[src/rtl/sync_fifo_prog.sv]
`default_nettype none
// ============================================================================
//  Module      : sync_fifo_prog
//  Description : Synchronous FIFO with programmable almost-empty/almost-full
//                thresholds, a read pipeline of configurable latency with an
//                out_valid strobe, synchronous flush and sticky
//                overflow/underflow flags.
//  Revision    : 1.0 - initial release
// ============================================================================
module sync_fifo_prog #(
    parameter int DWIDTH = 16,
    parameter int AWIDTH = 4,
    parameter int DEPTH  = 2**AWIDTH,
    parameter int RD_LAT = 1
) (
    input  logic              clk,
    input  logic              reset,
    input  logic [DWIDTH-1:0] in,
    input  logic              push,
    input  logic              pop,
    input  logic              flush,
    input  logic              err_clr,
    input  logic [AWIDTH:0]   ae_thresh,
    input  logic [AWIDTH:0]   af_thresh,
    output logic [DWIDTH-1:0] out,
    output logic              out_valid,
    output logic              empty,
    output logic              almostempty,
    output logic              full,
    output logic              almostfull,
    output logic [AWIDTH:0]   num,
    output logic              overflow,
    output logic              underflow
);

    localparam logic [AWIDTH:0] c_one   = {{AWIDTH{1'b0}}, 1'b1};
    localparam logic [AWIDTH:0] c_depth = (AWIDTH+1)'(DEPTH);

    // Storage body; deliberately not reset, reads are blocked while empty.
    logic [DWIDTH-1:0] mem [DEPTH];

    // Pointers carry one extra wrap bit; the RAM uses the low AWIDTH bits.
    logic [AWIDTH:0]   wptr_q, wptr_d;
    logic [AWIDTH:0]   rptr_q, rptr_d;
    logic [AWIDTH:0]   num_q, num_d;

    logic [DWIDTH-1:0] out_q, out_d;
    logic              out_valid_q, out_valid_d;
    logic              overflow_q, overflow_d;
    logic              underflow_q, underflow_d;

    // Read pipeline: stage 0 captures the RAM word at the pop edge, the last
    // stage feeds the output register, giving RD_LAT edges pop-to-out.
    logic [RD_LAT-1:0] pipe_valid_q, pipe_valid_d;
    logic [DWIDTH-1:0] pipe_data_q [RD_LAT];
    logic [DWIDTH-1:0] pipe_data_d [RD_LAT];

    logic              w_push_ok;
    logic              w_pop_ok;
    logic              w_wr_en;
    logic              w_rd_en;

    // Status decode from registered occupancy; thresholds act immediately.
    assign empty       = (num_q == '0);
    assign full        = (num_q == c_depth);
    assign almostempty = (num_q <= ae_thresh);
    assign almostfull  = (num_q >= af_thresh);
    assign num         = num_q;
    assign out         = out_q;
    assign out_valid   = out_valid_q;
    assign overflow    = overflow_q;
    assign underflow   = underflow_q;

    // A full FIFO still accepts a push when a pop frees a slot in the same edge.
    assign w_pop_ok  = pop & ~empty;
    assign w_push_ok = push & (~full | w_pop_ok);
    assign w_wr_en   = w_push_ok & ~flush;
    assign w_rd_en   = w_pop_ok & ~flush;

    // Pointer and occupancy update; flush wins over push and pop.
    always_comb begin
        wptr_d = wptr_q;
        rptr_d = rptr_q;
        num_d  = num_q;
        if (flush) begin
            wptr_d = '0;
            rptr_d = '0;
            num_d  = '0;
        end else begin
            if (w_wr_en) begin
                wptr_d = wptr_q + c_one;
            end
            if (w_rd_en) begin
                rptr_d = rptr_q + c_one;
            end
            case ({w_wr_en, w_rd_en})
                2'b10:   num_d = num_q + c_one;
                2'b01:   num_d = num_q - c_one;
                default: num_d = num_q;
            endcase
        end
    end

    // Sticky error flags: clear first so a same-cycle new error wins.
    always_comb begin
        overflow_d  = overflow_q;
        underflow_d = underflow_q;
        if (err_clr) begin
            overflow_d  = 1'b0;
            underflow_d = 1'b0;
        end
        if (push & ~w_push_ok & ~flush) begin
            overflow_d = 1'b1;
        end
        if (pop & ~w_pop_ok & ~flush) begin
            underflow_d = 1'b1;
        end
    end

    // Read pipeline shift and output register; flush cancels in-flight reads.
    always_comb begin
        pipe_valid_d    = '0;
        pipe_data_d     = pipe_data_q;
        pipe_valid_d[0] = w_rd_en;
        if (w_rd_en) begin
            pipe_data_d[0] = mem[rptr_q[AWIDTH-1:0]];
        end
        for (int k = 1; k < RD_LAT; k++) begin
            pipe_valid_d[k] = pipe_valid_q[k-1];
            pipe_data_d[k]  = pipe_data_q[k-1];
        end
        if (flush) begin
            pipe_valid_d = '0;
        end
        out_valid_d = pipe_valid_q[RD_LAT-1] & ~flush;
        out_d       = out_valid_d ? pipe_data_q[RD_LAT-1] : out_q;
    end

    // RAM write port.
    always_ff @(posedge clk) begin
        if (w_wr_en) begin
            mem[wptr_q[AWIDTH-1:0]] <= in;
        end
    end

    // State registers with synchronous reset.
    always_ff @(posedge clk) begin
        if (reset) begin
            wptr_q       <= '0;
            rptr_q       <= '0;
            num_q        <= '0;
            out_q        <= '0;
            out_valid_q  <= 1'b0;
            overflow_q   <= 1'b0;
            underflow_q  <= 1'b0;
            pipe_valid_q <= '0;
            for (int k = 0; k < RD_LAT; k++) begin
                pipe_data_q[k] <= '0;
            end
        end else begin
            wptr_q       <= wptr_d;
            rptr_q       <= rptr_d;
            num_q        <= num_d;
            out_q        <= out_d;
            out_valid_q  <= out_valid_d;
            overflow_q   <= overflow_d;
            underflow_q  <= underflow_d;
            pipe_valid_q <= pipe_valid_d;
            pipe_data_q  <= pipe_data_d;
        end
    end

endmodule
`default_nettype wire
[config.mk]
export PLATFORM = sky130hd
export DESIGN_NAME = sync_fifo_prog
export DESIGN_NICKNAME = d
export VERILOG_FILES = /design/src/rtl/sync_fifo_prog.sv
export SDC_FILE = /design/constraint.sdc
export NUM_CORES = 1
export LEC_CHECK = 0
export ABC_CLOCK_PERIOD_IN_PS = 4400
export CORE_MARGIN = 1.5
export CORE_UTILIZATION = 30
export CTS_CLUSTER_DIAMETER = 50
export CTS_CLUSTER_SIZE = 8
export DETAILED_ROUTE_END_ITERATION = 10
export HOLD_SLACK_MARGIN = 0.06
export PLACE_DENSITY_LB_ADDON = 0.3
export SETUP_SLACK_MARGIN = 0.5
export SKIP_CTS_REPAIR_TIMING = 1
export SLEW_MARGIN = 20
export SYNTH_ARGS = -nofsm -noshare
export SYNTH_HDL_FRONTEND = slang
export SYNTH_SLANG_ARGS = --single-unit
[constraint.sdc]
create_clock -name clk -period 4.4 [get_ports clk]
set_input_delay 0.88 -clock clk [delete_from_list [all_inputs] [get_ports clk]]
set_output_delay 0.88 -clock clk [all_outputs]
set_load 0.02 [all_outputs]
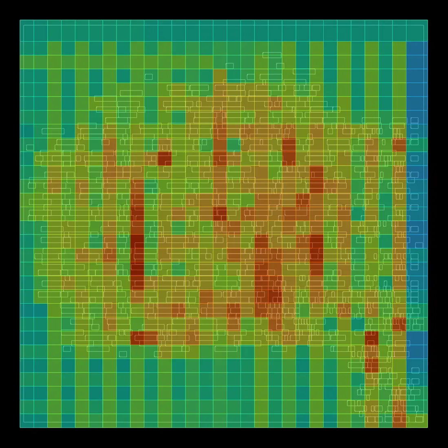
Figure 1: run 1, congestion heat map.
WL/cell: 19.7 um
M3 GR Usage: 2.82%
layer with the highest usage: met2
met1 Track Usage GR: 19.3%
met2 usage: 21.2%

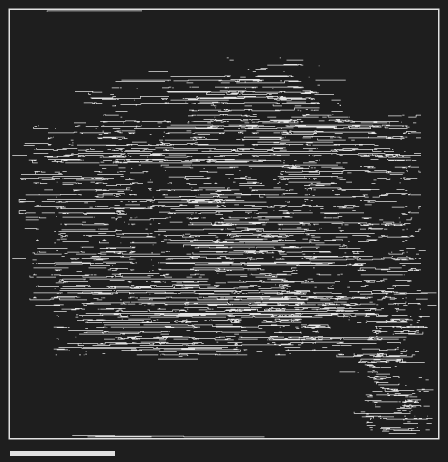
Figure 2: run 1, metal 1.
Bar = 50 um.
The longest straight run is 87.9 um. 875 nets have wire on it. The wires run mostly horizontal. The layer carries 13200 um of wire. The layer holds 47% of the routed length.

==> impl_metrics.yaml, run 1 <==
# generated from flow reports
min_path:
  worstHoldPathCells: 2
  hold_path_startpoint: "out[11]"
  min_to: "out[11]"
layout:
  inv_count: 20
  final_common_cell: "edfxtp_1"
  final_cell_mix: "256 x edfxtp_1, 128 x mux2i_1, 65 x o22ai_1"
  diodes: 1
  final_cell_area_sq_um: 14600
  largest_reg_flops: 256
  ff_count: 305
  final_cells: 1420
  area_share_clock_buf_inv_pct: 8.29
  seq_area_sq_um: 8670
power:
  p_sw_uw: 1210
  comb_power_share_pct: 2.3
  p_clk_share_pct: 47.5
  seqPwrFrac_pct: 50.2
  pg_comb_uw: 146
  p_total_uw: 6290
  swShare_pct: 19.3
  largestPowerGroup: "registers"
critical_path:
  r2r_start: "num[1]"
  worst_path_largest_cell_delay_ns: 0.55
  cp-start-kind: "primary input"
  end_kind: "output pin"
  cp_top_family: "buffers and inverters"
  rrSetupSlack_ns: 1.61
  crit_path_end: "almostfull"
  cp_max_fo: 1
  crit_cells: 8
detailed_routing:
  vias: 6728
  route.met3.wl_um: 1470
  via_per_inst: 4.74
  drt_iter0_drc: 538
clock_network:
  clk_pin_slew_ns: 0.05
  cts.sink_count: 305
  numCtsBuffers: 44
  clk_latency_ns: 0.52
final_timing:
  worstMarginPinSlew_ns: 1.14
  slew_headroom_pct: 23.1
  setup_ws_ns: 0.808
  period_used_pct: 81.6
  setup_viol: 0
logic_synthesis:
  postSynthAreaPerCell_sq_um: 15.5
  synth.yosys.warnings: 0
  postSynth.asyncResetShare_pct: 0
  yosys_area_sq_um: 12100
  ys_cells: 783
place:
  placed_area_sq_um: 13400
  globalplace.congestion: 0.779
  dp_cells: 1356
global_routing:
  grt_max_degree: 60
  grt_pass1_vias: 6559
die:
  initial_utilization_pct: 30.5
  die_w_um: 204
  core_sq_um: 39700
  tap_cells: 525
status:
  outcome: "completed"
job:
  drv_cap: 0
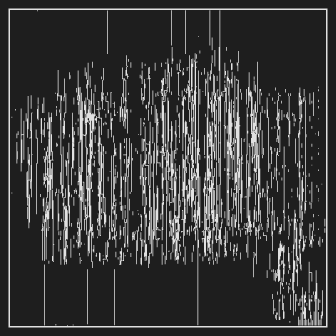
Figure 3: run 1, M2 wires.
713 nets have wire on it. The longest straight run is 88.3 um. The wires run mostly vertical. The layer holds 46% of the routed length.

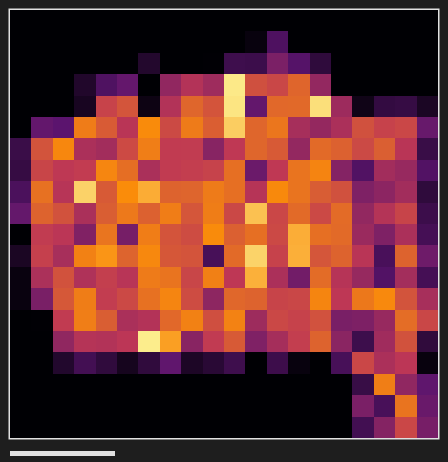
Figure 4: run 1, cell density map.
Bar = 50 um. 20 x 20 tiles, from black (low) to pale yellow (high), 0 to 100% covered.
The emptiest ninth of the die: upper left. The fullest tile reaches 96%. 3.5% of the tiles are over 75% full. 31% of the tiles are nearly empty.

Figure 5. Routed metal per tile (run 1).
Bar = 50 um. 20 x 20 tiles, from black (low) to pale yellow (high), scaled to the fullest tile. Values are wire area over tile area, all layers added.
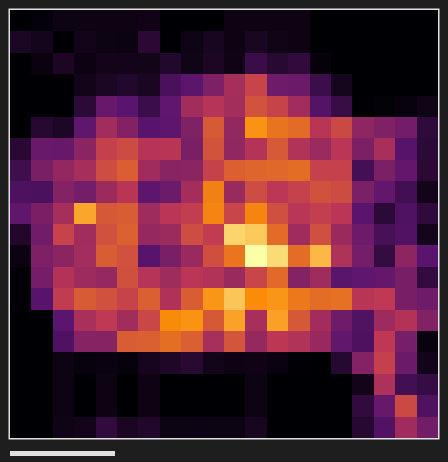

## Run 2: what changed since run 1
Settings changed: ABC_CLOCK_PERIOD_IN_PS 4400 to 3470.
Clock period 4.4 ns to 3.47 ns, I/O delays scaled along.
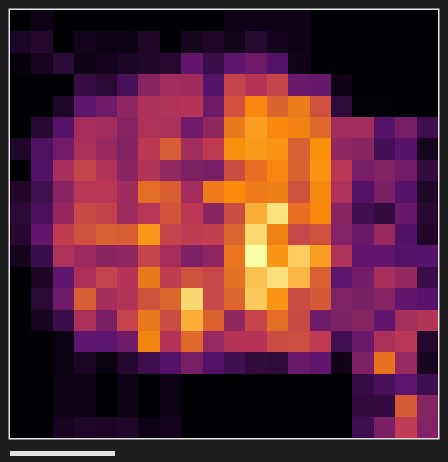
Figure 6: run 2, routed metal per tile.
Bar = 50 um. 20 x 20 tiles, from black (low) to pale yellow (high), scaled to the fullest tile. Values are wire area over tile area, all layers added.
24% of the tiles are over half the peak. The fullest tile reaches 0.36. The mean over all tiles is 0.11. The densest ninth of the die: center.

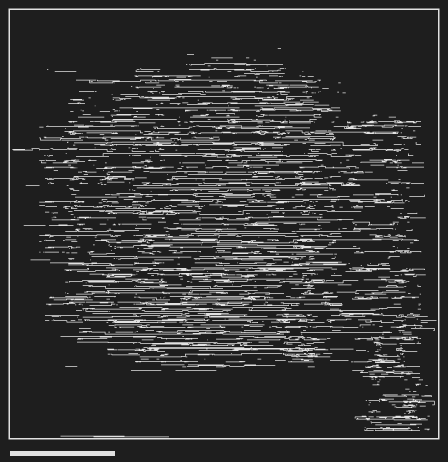
Figure 7: run 2, metal 1.
Bar = 50 um.
routed vias: 6705
final WL: 28000 um
met1 Track Usage GR: 19.1%

==> impl_metrics.yaml, run 2 <==
# generated from flow reports
power:
  pg_comb_uw: 188
  swShare_pct: 19.7
  p_clk_share_pct: 47.2
  seqPwrFrac_pct: 50.5
final_timing:
  worstMarginPinSlew_ns: 0.803
  period_used_pct: 83.9
  setup_ws_ns: 0.560
  setup_viol: 0
layout:
  largest_reg_flops: 256
  final_cell_mix: "256 x edfxtp_1, 128 x mux2i_1, 65 x o22ai_1"
  diodes: 2
  ff_count: 305
  inv_count: 20
  final_cells: 1430
  seq_area_sq_um: 8680
place:
  dp_cells: 1366
  placed_area_sq_um: 13500
die:
  tap_cells: 525
  die_w_um: 204
  core_sq_um: 39700
critical_path:
  crit_cells: 8
  r2r_start: "num[1]"
  rrSetupSlack_ns: 0.80
  cp-start-kind: "primary input"
  worst_path_largest_cell_delay_ns: 0.46
global_routing:
  grt_pass1_vias: 6736
  grt_max_degree: 56
  grtUsageMet2_pct: 21.5
  grt.busiest_layer: "met2"
  use_met3_pct: 2.82
logic_synthesis:
  postSynth.asyncResetShare_pct: 0
  ys_cells: 783
min_path:
  hold_path_startpoint: "out[8]"
clock_network:
  clk_pin_slew_ns: 0.05
  numCtsBuffers: 44
status:
  outcome: "completed"
No activity file was given, so power comes from the tool's default toggle rates.
